**config.mk**
```make
export PLATFORM = sky130hd
export DESIGN_NAME = wb_collect_flat
export DESIGN_NICKNAME = d
export VERILOG_FILES = /design/src/rtl/wb_collect_if.sv /design/src/rtl/wb_collect.sv /design/src/flat_wrapper.sv
export SDC_FILE = /design/constraint.sdc
export NUM_CORES = 1
export LEC_CHECK = 0
export CAP_MARGIN = 5
export CELL_PAD_IN_SITES_DETAIL_PLACEMENT = 1
export CELL_PAD_IN_SITES_GLOBAL_PLACEMENT = 1
export CORE_MARGIN = 4
export CORE_UTILIZATION = 35
export CTS_CLUSTER_SIZE = 28
export DETAILED_ROUTE_END_ITERATION = 6
export PLACE_DENSITY = 0.73
export RECOVER_POWER = 100
export SYNTH_ARGS = -nofsm -noshare
export SYNTH_HDL_FRONTEND = slang
export SYNTH_SLANG_ARGS = --single-unit
export TNS_END_PERCENT = 20
```
**constraint.sdc**
```tcl
create_clock -name clk -period 5.6 [get_ports clk]
set_clock_uncertainty 0.2 [all_clocks]
set_input_delay 1.4 -clock clk [delete_from_list [all_inputs] [get_ports clk]]
set_output_delay 1.4 -clock clk [all_outputs]
set_load 0.05 [all_outputs]
```
**src/rtl/wb_collect_if.sv**
```systemverilog
// wb_collect_if: result-bus and GPR write-port bundle between functional units and the write-back collector
interface wb_collect_if #(
  parameter int N_SRC  = 8,
  parameter int ADDR_W = 5,
  parameter int DATA_W = 32
);
  logic [N_SRC-1:0]        res_valid;
  logic [N_SRC-1:0]        res_ready;
  logic [N_SRC*ADDR_W-1:0] res_dest;
  logic [N_SRC*DATA_W-1:0] res_data;
  logic                    gpr_we;
  logic [ADDR_W-1:0]       gpr_waddr;
  logic [DATA_W-1:0]       gpr_wdata;
  logic [2:0]              gpr_src;
  modport master (
    output res_valid, res_dest, res_data,
    input  res_ready, gpr_we, gpr_waddr, gpr_wdata, gpr_src
  );
  modport slave (
    input  res_valid, res_dest, res_data,
    output res_ready, gpr_we, gpr_waddr, gpr_wdata, gpr_src
  );
endinterface

```
**src/rtl/wb_collect.sv**
```systemverilog
// wb_collect: per-source result FIFOs drained round-robin onto the single GPR write port
module wb_collect #(
  parameter int N_SRC  = 8,
  parameter int ADDR_W = 5,
  parameter int DATA_W = 32,
  parameter int DEPTH  = 2
) (
  input  logic         clk,
  input  logic         rst_n,
  input  logic         flush,
  wb_collect_if.slave  bus,
  output logic         busy
);
  localparam int EW = ADDR_W + DATA_W;
  localparam int PW = $clog2(DEPTH);
  localparam int CW = $clog2(DEPTH + 1);
  logic [N_SRC-1:0]    nonempty;
  logic [N_SRC-1:0]    push;
  logic [N_SRC-1:0]    pop;
  logic [N_SRC*EW-1:0] heads;
  logic [N_SRC-1:0]    rot;
  logic [3:0]          sum;
  logic [2:0]          rr_ptr;
  logic [2:0]          gnt;
  logic                gnt_vld;
  logic [EW-1:0]       win;
  for (genvar i = 0; i < N_SRC; i++) begin : g_src
    logic [EW-1:0] mem [DEPTH];
    logic [PW-1:0] rd_ptr;
    logic [PW-1:0] wr_ptr;
    logic [CW-1:0] count;
    assign nonempty[i]          = count != '0;
    assign bus.res_ready[i]     = count != CW'(DEPTH);
    assign push[i]              = bus.res_valid[i] & bus.res_ready[i];
    assign pop[i]               = gnt_vld && gnt == 3'(i);
    assign heads[i*EW +: EW]    = mem[rd_ptr];
    // occupancy and pointers; pointers wrap naturally since DEPTH is a power of two
    always_ff @(posedge clk or negedge rst_n)
      if (!rst_n) begin
        count  <= '0;
        rd_ptr <= '0;
        wr_ptr <= '0;
      end else if (flush) begin
        count  <= '0;
        rd_ptr <= '0;
        wr_ptr <= '0;
      end else begin
        count  <= count + CW'(push[i]) - CW'(pop[i]);
        rd_ptr <= rd_ptr + PW'(pop[i]);
        wr_ptr <= wr_ptr + PW'(push[i]);
      end
    // entry storage needs no reset; only slots covered by count are ever read out
    always_ff @(posedge clk)
      if (push[i] && !flush) mem[wr_ptr] <= {bus.res_dest[i*ADDR_W +: ADDR_W], bus.res_data[i*DATA_W +: DATA_W]};
  end
  // rotate the request vector so the search starts at rr_ptr, then map the winner back
  always_comb begin
    rot     = N_SRC'({nonempty, nonempty} >> rr_ptr);
    gnt_vld = |rot;
    sum     = '0;
    for (int k = N_SRC - 1; k >= 0; k--) if (rot[k]) sum = 4'(k) + {1'b0, rr_ptr};
    gnt     = sum >= 4'(N_SRC) ? 3'(sum - 4'(N_SRC)) : sum[2:0];
  end
  // select the granted FIFO head
  always_comb begin
    win = '0;
    for (int k = 0; k < N_SRC; k++) if (gnt == 3'(k)) win = heads[k*EW +: EW];
  end
  // registered write port and round-robin pointer
  always_ff @(posedge clk or negedge rst_n)
    if (!rst_n) begin
      bus.gpr_we    <= 1'b0;
      bus.gpr_waddr <= '0;
      bus.gpr_wdata <= '0;
      bus.gpr_src   <= '0;
      rr_ptr        <= '0;
    end else if (flush) begin
      bus.gpr_we <= 1'b0;
      rr_ptr     <= '0;
    end else begin
      bus.gpr_we <= gnt_vld;
      if (gnt_vld) begin
        {bus.gpr_waddr, bus.gpr_wdata} <= win;
        bus.gpr_src <= gnt;
        rr_ptr      <= gnt == 3'(N_SRC - 1) ? 3'd0 : gnt + 3'd1;
      end
    end
  assign busy = (|nonempty) | bus.gpr_we;
endmodule

```
**src/flat_wrapper.sv**
```systemverilog
// flat-port wrapper written by rule: the top's interface ports become plain ports
module wb_collect_flat 
#(
  parameter int N_SRC  = 8,
  parameter int ADDR_W = 5,
  parameter int DATA_W = 32,
  parameter int DEPTH  = 2
)
  (clk, rst_n, flush, busy, bus_res_valid, bus_res_dest, bus_res_data, bus_res_ready, bus_gpr_we, bus_gpr_waddr, bus_gpr_wdata, bus_gpr_src);
  wb_collect_if #(.N_SRC(N_SRC), .ADDR_W(ADDR_W), .DATA_W(DATA_W)) bus_i ();
  input  logic clk;
  input  logic rst_n;
  input  logic flush;
  output logic busy;
  input wire logic [$bits(bus_i.res_valid)-1:0] bus_res_valid;
  input wire logic [$bits(bus_i.res_dest)-1:0] bus_res_dest;
  input wire logic [$bits(bus_i.res_data)-1:0] bus_res_data;
  output wire logic [$bits(bus_i.res_ready)-1:0] bus_res_ready;
  output wire logic [$bits(bus_i.gpr_we)-1:0] bus_gpr_we;
  output wire logic [$bits(bus_i.gpr_waddr)-1:0] bus_gpr_waddr;
  output wire logic [$bits(bus_i.gpr_wdata)-1:0] bus_gpr_wdata;
  output wire logic [$bits(bus_i.gpr_src)-1:0] bus_gpr_src;
  assign bus_i.res_valid = bus_res_valid;
  assign bus_i.res_dest = bus_res_dest;
  assign bus_i.res_data = bus_res_data;
  assign bus_res_ready = bus_i.res_ready;
  assign bus_gpr_we = bus_i.gpr_we;
  assign bus_gpr_waddr = bus_i.gpr_waddr;
  assign bus_gpr_wdata = bus_i.gpr_wdata;
  assign bus_gpr_src = bus_i.gpr_src;
  wb_collect #(.N_SRC(N_SRC), .ADDR_W(ADDR_W), .DATA_W(DATA_W), .DEPTH(DEPTH)) u_core (.clk(clk), .rst_n(rst_n), .flush(flush), .bus(bus_i), .busy(busy));
endmodule
```
Run 1, routing congestion:
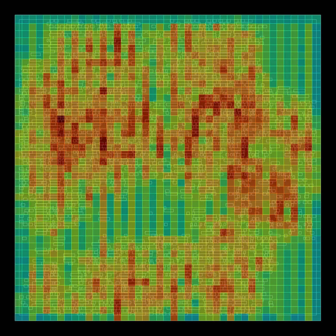
met2 Use GR: 39.6%
met3 usage: 4.47%
met1 global-route usage: 25.0%
busiest grt layer: met2
Tot GR Track Use: 21.6%

Run 1, sequential cells coloured by netlist name:
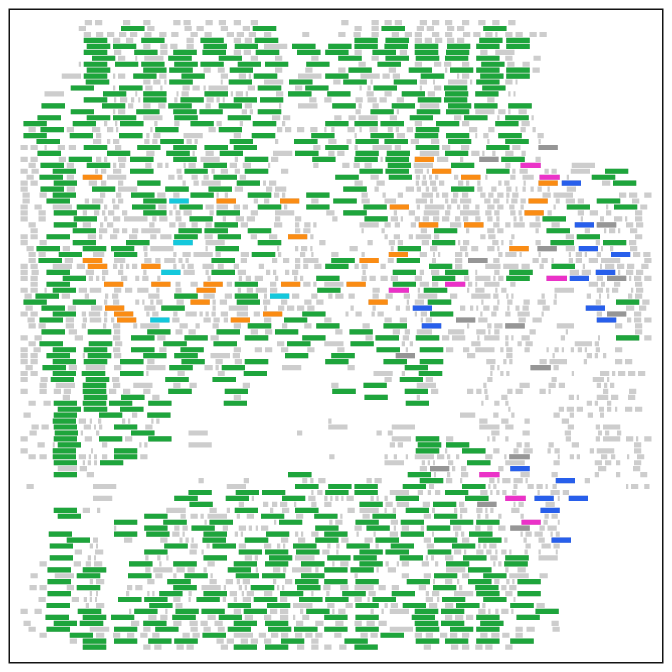
| netlist name | colour | flops |
|---|---|---|
| `u_core.g_src.mem` | green | 592 |
| `u_core.g_src.rd_ptr` | magenta | 8 |
| `u_core.bus.gpr_waddr` | cyan | 5 |
| `u_core.g_src.count` | blue | 16 |
| `u_core.bus.gpr_wdata` | orange | 32 |
not coloured: 15
flip-flop and latch area: 19700 sq um
Seq/total area: 53.4%
Util after Layout: 44.1%
Seq power: 6.50 mW

==> impl_metrics.csv, run 1 <==
group,metric,value,unit
critical_path,path_max_fanout,19,
synth,ys.flop_type,"edfxtp_1",
synth,area_leaders,"edfxtp_1 (60%), mux2i_1 (7.7%), dfrtp_1 (6.5%), mux2_2 (4.5%), nand2_1 (1.6%)",
critical_path,arrival,3760,ps
clock_tree,tritoncts,"yes",
power_and_ir_drop,power-top-group,"combinational logic",
synth,netlist_area,29500,sq um
die,die_w,298,microns
grt,grt_pass1_vias,20800,
run,stage_log_warnings,31,
timing,rsz0062_at_grt,"no",
timing,min_period,5360,ps
synth,avgSynthCellArea,14.9,sq um
synth,ys_seq_share,66.8,%
timing,relSlewSlack,-87.8,%
power_and_ir_drop,switching_share,45.4,%
detailed_routing,drc,0,
hold_path,hp-class,"register to register",
power_and_ir_drop,power.switching,12.0,mW
layout,inv_count,18,
detailed_routing,dr.pass1.iters,5,
synth,synth.area.mux_share,12.9,%
layout,clock_cell_area_share,6.55,%
placed_design,portBuffers,356,
timing,maxSlewViolCount,405,
power_and_ir_drop,p_comb,15.1,mW
power_and_ir_drop,seqPwrFrac,24.6,%
clock_tree,cts.clk_slew.worst_paths,60,ps
synth,synth-edff-count,592,
critical_path,path_cells,"buf_4 -> and4bb_2 -> nor4_1 -> a222oi_1 -> buf_4 -> nand4_2 -> or2_2 -> dlygate4sd3_1",
critical_path,cp-start-kind,"register",
timing,finalSetupViolCount,0,
timing,max_clock_freq,0.187,GHz
synth,ys_seq_elements,668,
layout,nNonClkBuffers,455,
layout,largest-register,"u_core.g_src.mem",
clock_tree,cts_root_buf,"clkbuf_16",
synth,xor_share,0.803,%
critical_path,path_class,"register to output port",
timing,tightest_slew,2820,ps
critical_path,path_buffers,3,
run,max_cap_viol_count,11,
run_status,status,"finished with violations",
power_and_ir_drop,power.density,718,nW/um^2
layout,reg_top3,"u_core.g_src.mem: 592 flops, u_core.bus.gpr_wdata: 32 flops, u_core.g_src.count: 16 flops",
layout,lay_top_count,"edfxtp_1",
synth,adder_share,1.02,%
synth,top_area_cell,"edfxtp_1",
power_and_ir_drop,combPwrFrac,57.0,%
run_status,violations,"capacitance limit, slew limit",
hold_path,worstHoldStart,"u_core.bus.gpr_wdata[31]",
clock_tree,cts_setup_buffers,0,
placed_design,routabilityCongestion,0.885,
Run 1, clock network drawn from the DEF:
The bar under the picture is 100 microns long.
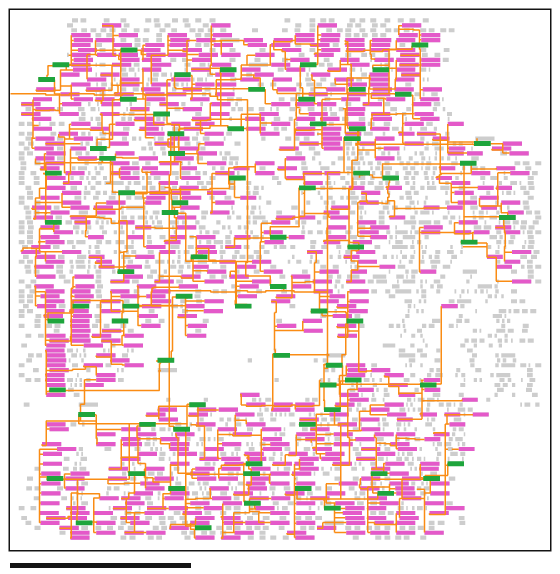
[clock wires] orange | length: 9030 microns
[flip-flops] magenta | count: 668
[clock drivers] green | count: 75
routed clock nets: 76
clock share of power: 18.5%
clk_lat worst skew: 620 ps
Clock Power: 4.89 mW

-- run 1: stage by stage --
step	hold WS, ps	setup slack [ps]	power [mW]	instances	area [sq um]
finish	328	239	26.5	3494	36900
global route	356	97.9	28.0	3491	36900
CTS	341	54.3	27.2	3489	37100
detailed placement	326	88.7	22.2	3354	34700
global placement	308	181	21.9	3354	34700
floorplan	319	344	15.4	1974	29500
-- run 1: routing by layer --
metal  track usage, %  share of wire [%]
met4             7.26                3.3
met2             39.6                 53
met5                0              0.064
met3             4.47                5.9
met1             25.0                 38
-- run 1: logic make-up after synthesis --
logic type               after synthesis
buffers and inverters                173
AND/OR/NAND/NOR                      414
adder cells (fa/ha/maj)               24
XOR/XNOR                              27
AND-OR/OR-AND                        312
flip-flops                           668
multiplexers                         356
==> run 2: changes to the inputs <==
Settings changed: MAX_ROUTING_LAYER from default to met4.
Run 2, sequential cells coloured by netlist name:
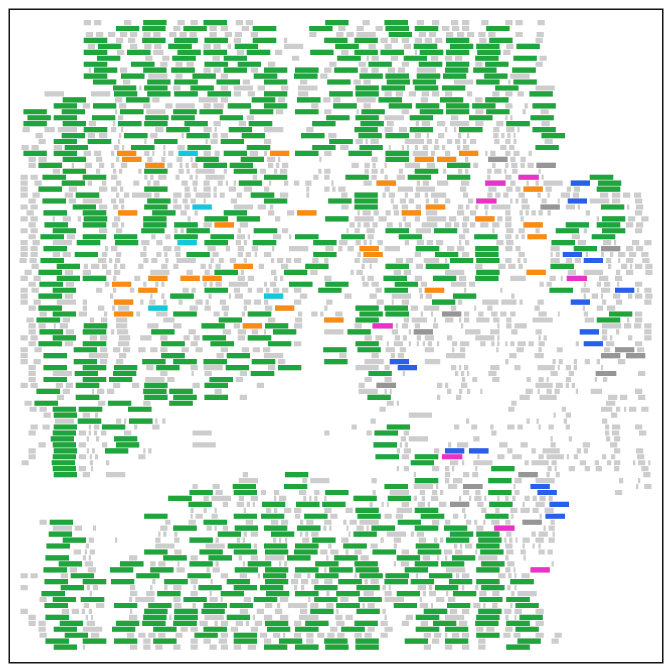
| netlist name | colour | flops |
|---|---|---|
| `u_core.g_src.rd_ptr` | magenta | 8 |
| `u_core.bus.gpr_waddr` | cyan | 5 |
| `u_core.bus.gpr_wdata` | orange | 32 |
| `u_core.g_src.count` | blue | 16 |
| `u_core.g_src.mem` | green | 592 |
not coloured: 15
Util after Layout: 44.4%
flip-flop and latch area: 19700 sq um

Run 2, the metal 4 layer:
Cells faint in the background.
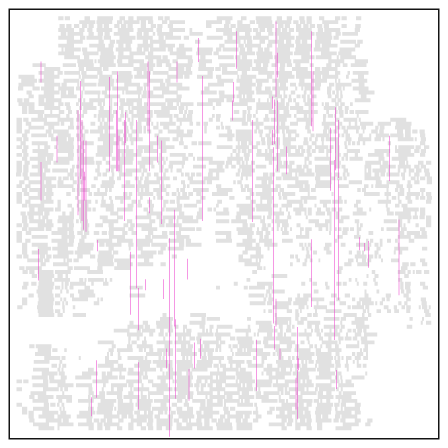
nets with wire on the layer: 51
share of all routed wire: 3.0%
vias post-DR: 19100
Routed Wire Length: 97.2 mm

Run 2, routing congestion:
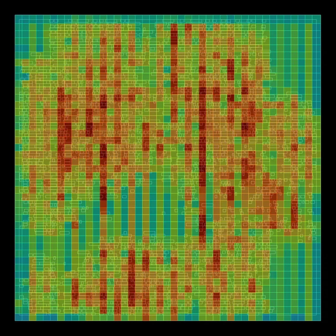
Tot GR Track Use: 22.1%
met3 usage: 4.18%

==> run 2 against run 1 <==
- critical path type unchanged
- cell area is 0.59% higher
- sequential cell count stayed put
- largest cell class unchanged
- register-to-register slack lost 90 ps
- non-clock buffer count is 37 higher
- fmax decreased by 0.38%
- clock power decreased by 3%
- clock-buffer cell count rose by 10
- final cell count up 1.3%
- total power increased by 0.78%
- synthesized cell count unchanged
- the flow still finishes with violations (capacitance limit, slew limit)
==> impl_metrics.csv, run 2 <==
group,metric,value,unit
detailed_routing,dr.pass1.iters,6,
grt,overflow,0,
clock_tree,tritoncts,"yes",
synth,ys.flop_type,"edfxtp_1",
power_and_ir_drop,p_comb,15.4,mW
placed_design,post_dp_cell_area,35000,sq um
synth,netlist_area,29500,sq um
timing,fin_hold_ws,314,ps
detailed_routing,wl_met1,37.9,mm
synth,top_area_cell,"edfxtp_1",
run_status,violations,"capacitance limit, slew limit",
power_and_ir_drop,power.density,720,nW/um^2
timing,fin_setup_tns,0,ps
power_and_ir_drop,power-top-group,"combinational logic",
grt,met2_usage,38.7,%
clock_tree,cts.clk_slew.worst_paths,60,ps
detailed_routing,highest_layer,"met4",
clock_tree,cts_setup_buffers,0,
placed_design,routabilityCongestion,0.873,
critical_path,cp-start-kind,"register",
grt,met1_usage,25.6,%
die,die_w,298,microns
timing,rsz0062_at_grt,"no",
critical_path,arrival,3780,ps
critical_path,path_class,"register to output port",
clock_tree,cts_root_buf,"clkbuf_16",
synth,area_leaders,"edfxtp_1 (60%), mux2i_1 (7.7%), dfrtp_1 (6.5%), mux2_2 (4.5%), nand2_1 (1.6%)",
timing,relSlewSlack,-132,%
layout,area_growth,25.8,%
layout,reg_top3,"u_core.g_src.mem: 592 flops, u_core.bus.gpr_wdata: 32 flops, u_core.g_src.count: 16 flops",
power_and_ir_drop,seq_power,6.51,mW
run,max_cap_viol_count,10,
timing,finalSetupViolCount,0,
timing,min_period,5380,ps
die,chipArea,88900,sq um
synth,synth-edff-count,592,
grt,antenna_found_initial,27,
critical_path,path_max_fanout,21,
power_and_ir_drop,seqPwrFrac,24.4,%
synth,avgSynthCellArea,14.9,sq um
layout,fin_cells,3541,
power_and_ir_drop,switching_share,44.4,%
placed_design,dp.cells,3391,
clock_tree,clock_latency,640,ps
detailed_routing,drc,0,
clock_tree,cts_inserted_buffers,76,
detailed_routing,wl_met2,51.0,mm
timing,tightest_slew,3490,ps
power_and_ir_drop,power,26.7,mW
layout,lay_top_count,"edfxtp_1",
layout,fin_area,37100,sq um
placed_design,post-place-ws,415,ps
run_status,status,"finished with violations",
synth,ys_seq_elements,668,
run,stage_log_warnings,31,
power_and_ir_drop,clockPowerShare,17.8,%
grt,grt_pass1_vias,21000,
power_and_ir_drop,power.switching,11.8,mW
detailed_routing,wl_met3,5.26,mm
timing,maxSlewViolCount,392,
layout,largest-register,"u_core.g_src.mem",
synth,ys_seq_share,66.8,%
synth,syn-instance-count,1974,
power_and_ir_drop,pg_clk,4.75,mW
detailed_routing,via_per_inst,5.40,
placed_design,portBuffers,356,
power_and_ir_drop,combPwrFrac,57.8,%
timing,max_clock_freq,0.186,GHz
hold_path,worstHoldStart,"u_core.bus.gpr_src[0]",
timing,layout_setup_ws,219,ps
synth,yosys_area,29500,sq um
grt,grt.busiest_layer,"met2",
hold_path,hp-class,"register to register",
## run 2: cell counts after synthesis
No cell type changed its count.
## run 2: worst max-delay path, stage by stage, from the launching register on
cell and delay, ps:
dfrtp_1 830, mux4_2 650, mux2i_1 410, nand4_2 200, or2_2 300, dlygate4sd3_1 760
## run 2: final cells by class
class	instances	share of cell area (%)
diodes	11	0.0742
clock buffers	100	5.51
clock inverters	39	0.921
inverters	18	0.182
multi-input cells	1133	24.0
flip-flops and latches	668	53.1
well taps	1080	3.64
repair buffers	492	12.6
## run 2: kinds of logic after synthesis
family / count (synthesis) / share of synthesized area, %
buffers and inverters: 173 / 2.65
DFF: 668 / 66.8
adders and majority gates: 24 / 1.02
muxes: 356 / 12.9
AOI/OAI and AO/OA: 312 / 8.45
xor gates and xnor gates: 27 / 0.803
and+or+nand+nor: 414 / 7.39
Run 2, clock network drawn from the DEF:
The bar under the picture is 100 microns long.
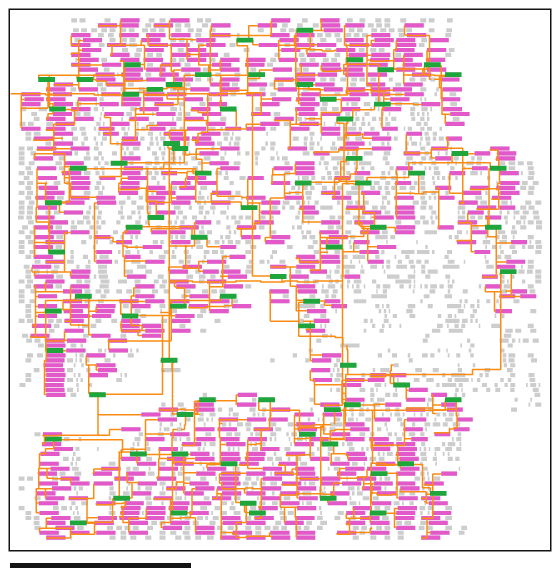

==> run 3: changes to the inputs <==
Settings changed: CTS_BUF_LIST from default to sky130_fd_sc_hd__clkbuf_8, CTS_CLUSTER_DIAMETER from default to 80.
Run 3, clock network drawn from the DEF:
The bar under the picture is 100 microns long.
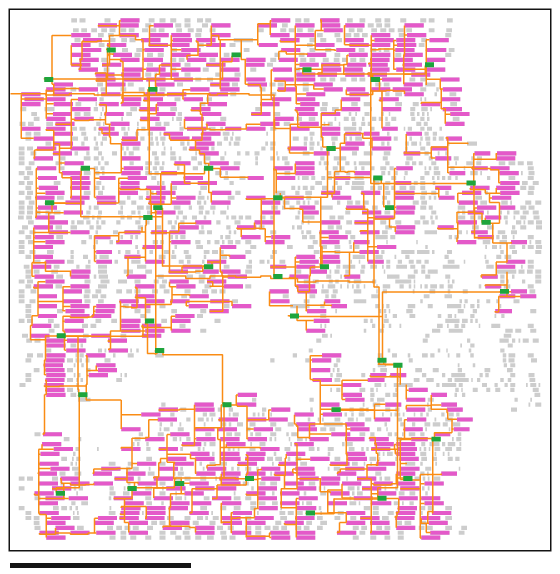
Clock Power: 2.67 mW
clk_lat worst skew: 680 ps
clock share of power: 10.9%

Run 3, sequential cells coloured by netlist name:
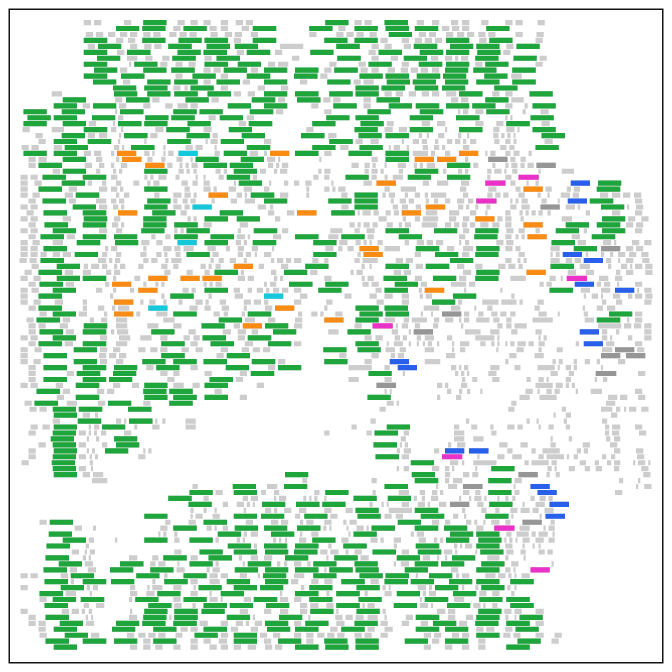
| netlist name | colour | flops |
|---|---|---|
| `u_core.g_src.mem` | green | 592 |
| `u_core.g_src.count` | blue | 16 |
| `u_core.bus.gpr_waddr` | cyan | 5 |
| `u_core.bus.gpr_wdata` | orange | 32 |
| `u_core.g_src.rd_ptr` | magenta | 8 |
Seq power: 6.49 mW
Util after Layout: 42.7%
Seq/total area: 55.2%

==> run 3 against run 2 <==
- the run still ends with capacitance limit, slew limit left
- total power fell by 8.1%
- critical path depth did not move
- first-iteration DRC count fell by 1.7%
- clock-buffer cell count fell by 59
- die size did not move
- register-to-register slack barely moved
- synthesized cell count did not move
- area after synthesis did not move
- non-clock buffer count did not move
- sequential cell count did not move
- final cell count fell by 1.8%
- largest cell class unchanged
- highest routed layer unchanged
==> impl_metrics.csv, run 3 <==
group,metric,value,unit
run_status,status,"finished with violations",
run_status,violations,"capacitance limit, slew limit",
grt,grt_pass1_vias,20400,
detailed_routing,wl_met2,50.2,mm
synth,ys.flop_type,"edfxtp_1",
detailed_routing,wl_met1,37.0,mm
die,die_w,298,microns
clock_tree,cts_root_buf,"clkbuf_8",
timing,fin_setup_tns,0,ps
clock_tree,cts_setup_buffers,0,
hold_path,worstHoldStart,"u_core.bus.gpr_src[0]",
synth,synth-edff-count,592,
detailed_routing,dr.pass1.iters,5,
hold_path,hp-class,"register to register",
layout,area_dominant_class,"registers",
die,rows,106,
detailed_routing,drc,0,
grt,met2_usage,38.2,%
critical_path,critical_path.top_delay_family,"multiplexers",
clock_tree,cts.clk_slew.worst_paths,130,ps
clock_tree,tritoncts,"yes",
die,taps,1080,
power_and_ir_drop,power,24.5,mW
timing,finalSetupViolCount,0,
timing,rsz0062_at_grt,"no",
run,stage_log_warnings,31,
placed_design,routabilityCongestion,0.873,
layout,seq_cells,668,
detailed_routing,highest_layer,"met4",
placed_design,portBuffers,356,
layout,largest-register,"u_core.g_src.mem",
layout,lay_top_count,"edfxtp_1",
layout,fin_cells,3476,
clock_tree,cts_inserted_buffers,39,
layout,register_area,19700,sq um
timing,min_period,5370,ps
synth,yosys_area,29500,sq um
timing,fin_hold_ws,328,ps
critical_path,cpPeakStageDelay,850,ps
timing,layout_setup_ws,229,ps
synth,ys_seq_share,66.8,%
detailed_routing,via_per_inst,5.41,
die,chipArea,88900,sq um
grt,antenna_found_initial,28,
timing,relSlewSlack,-134,%
placed_design,dp.cells,3391,
clock_tree,cts_max_path_buffers,3,
critical_path,path_cells,"mux4_2 -> mux2i_1 -> nand4_2 -> or2_2 -> clkdlybuf4s50_1",
critical_path,path_buffers,1,
power_and_ir_drop,switching_share,46.8,%
grt,grtUsageMet3,4.43,%
layout,buffer_area_share,13.1,%
run,max_cap_viol_count,10,
synth,syn-instance-count,1974,
timing,max_clock_freq,0.186,GHz
critical_path,path_max_fanout,21,
layout,nClkBuffers,41,
synth,area_leaders,"edfxtp_1 (60%), mux2i_1 (7.7%), dfrtp_1 (6.5%), mux2_2 (4.5%), nand2_1 (1.6%)",
placed_design,post-place-ws,415,ps
timing,maxSlewViolCount,392,
layout,comb_cells,1133,
layout,nNonClkBuffers,492,
grt,overflow,0,
layout,clock_cell_area_share,2.71,%
synth,avgSynthCellArea,14.9,sq um
placed_design,post_dp_cell_area,35000,sq um
timing,tightest_slew,3520,ps
layout,reg_top3,"u_core.g_src.mem: 592 flops, u_core.bus.gpr_wdata: 32 flops, u_core.g_src.count: 16 flops",
power_and_ir_drop,p_comb,15.4,mW
synth,top_area_cell,"edfxtp_1",
layout,area_growth,21.0,%
power_and_ir_drop,combPwrFrac,62.7,%
die,fp_util,35.3,%
critical_path,cp-start-kind,"register",
synth,ys_seq_elements,668,
power_and_ir_drop,power.switching,11.5,mW
layout,antennaDiodeCount,15,
clock_tree,clkSinkCount,668,
layout,comb_share,24.9,%
grt,grt.busiest_layer,"met2",
power_and_ir_drop,power.density,688,nW/um^2
detailed_routing,wl_met3,5.58,mm
synth,synth.distinct_cells,70,
critical_path,path_class,"register to output port",
grt,grtUsageTotal,21.6,%
critical_path,arrival,3770,ps
layout,inv_count,18,
power_and_ir_drop,seqPwrFrac,26.5,%
synth,top_area_share,60.3,%
Run 3, the metal 4 layer:
Cells faint in the background.
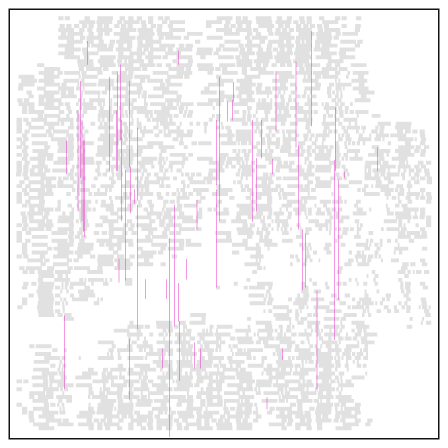
share of all routed wire: 2.7%
longest straight run: 138 microns
nets with wire on the layer: 43
main direction: vertical
wire length on this layer: 2570 microns
vias post-DR: 18800
Routed Wire Length: 95.4 mm

-- run 3: cells by family after synthesis --
family                   synth area share, %
flip-flops                              66.8
AND/OR/NAND/NOR                         7.39
multiplexers                            12.9
AND-OR/OR-AND                           8.45
buffers and inverters                   2.65
XOR/XNOR                               0.803
adder cells (fa/ha/maj)                 1.02
-- run 3: how the worst max path moves through the flow --
stage	to	cells after the start	startpoint
2_1_floorplan	u_core.g_src[0].mem[1][0]	3	flush
3_3_place_gp	u_core.bus.gpr_wdata[31]	16	u_core.rr_ptr[0]
3_5_place_dp	u_core.bus.gpr_wdata[31]	16	u_core.rr_ptr[0]
4_1_cts	busy	7	u_core.rr_ptr[2]
5_1_grt	u_core.bus.gpr_wdata[31]	16	u_core.rr_ptr[2]
6_report	busy	5	u_core.rr_ptr[2]
Power is estimated from default activity; no workload was simulated.
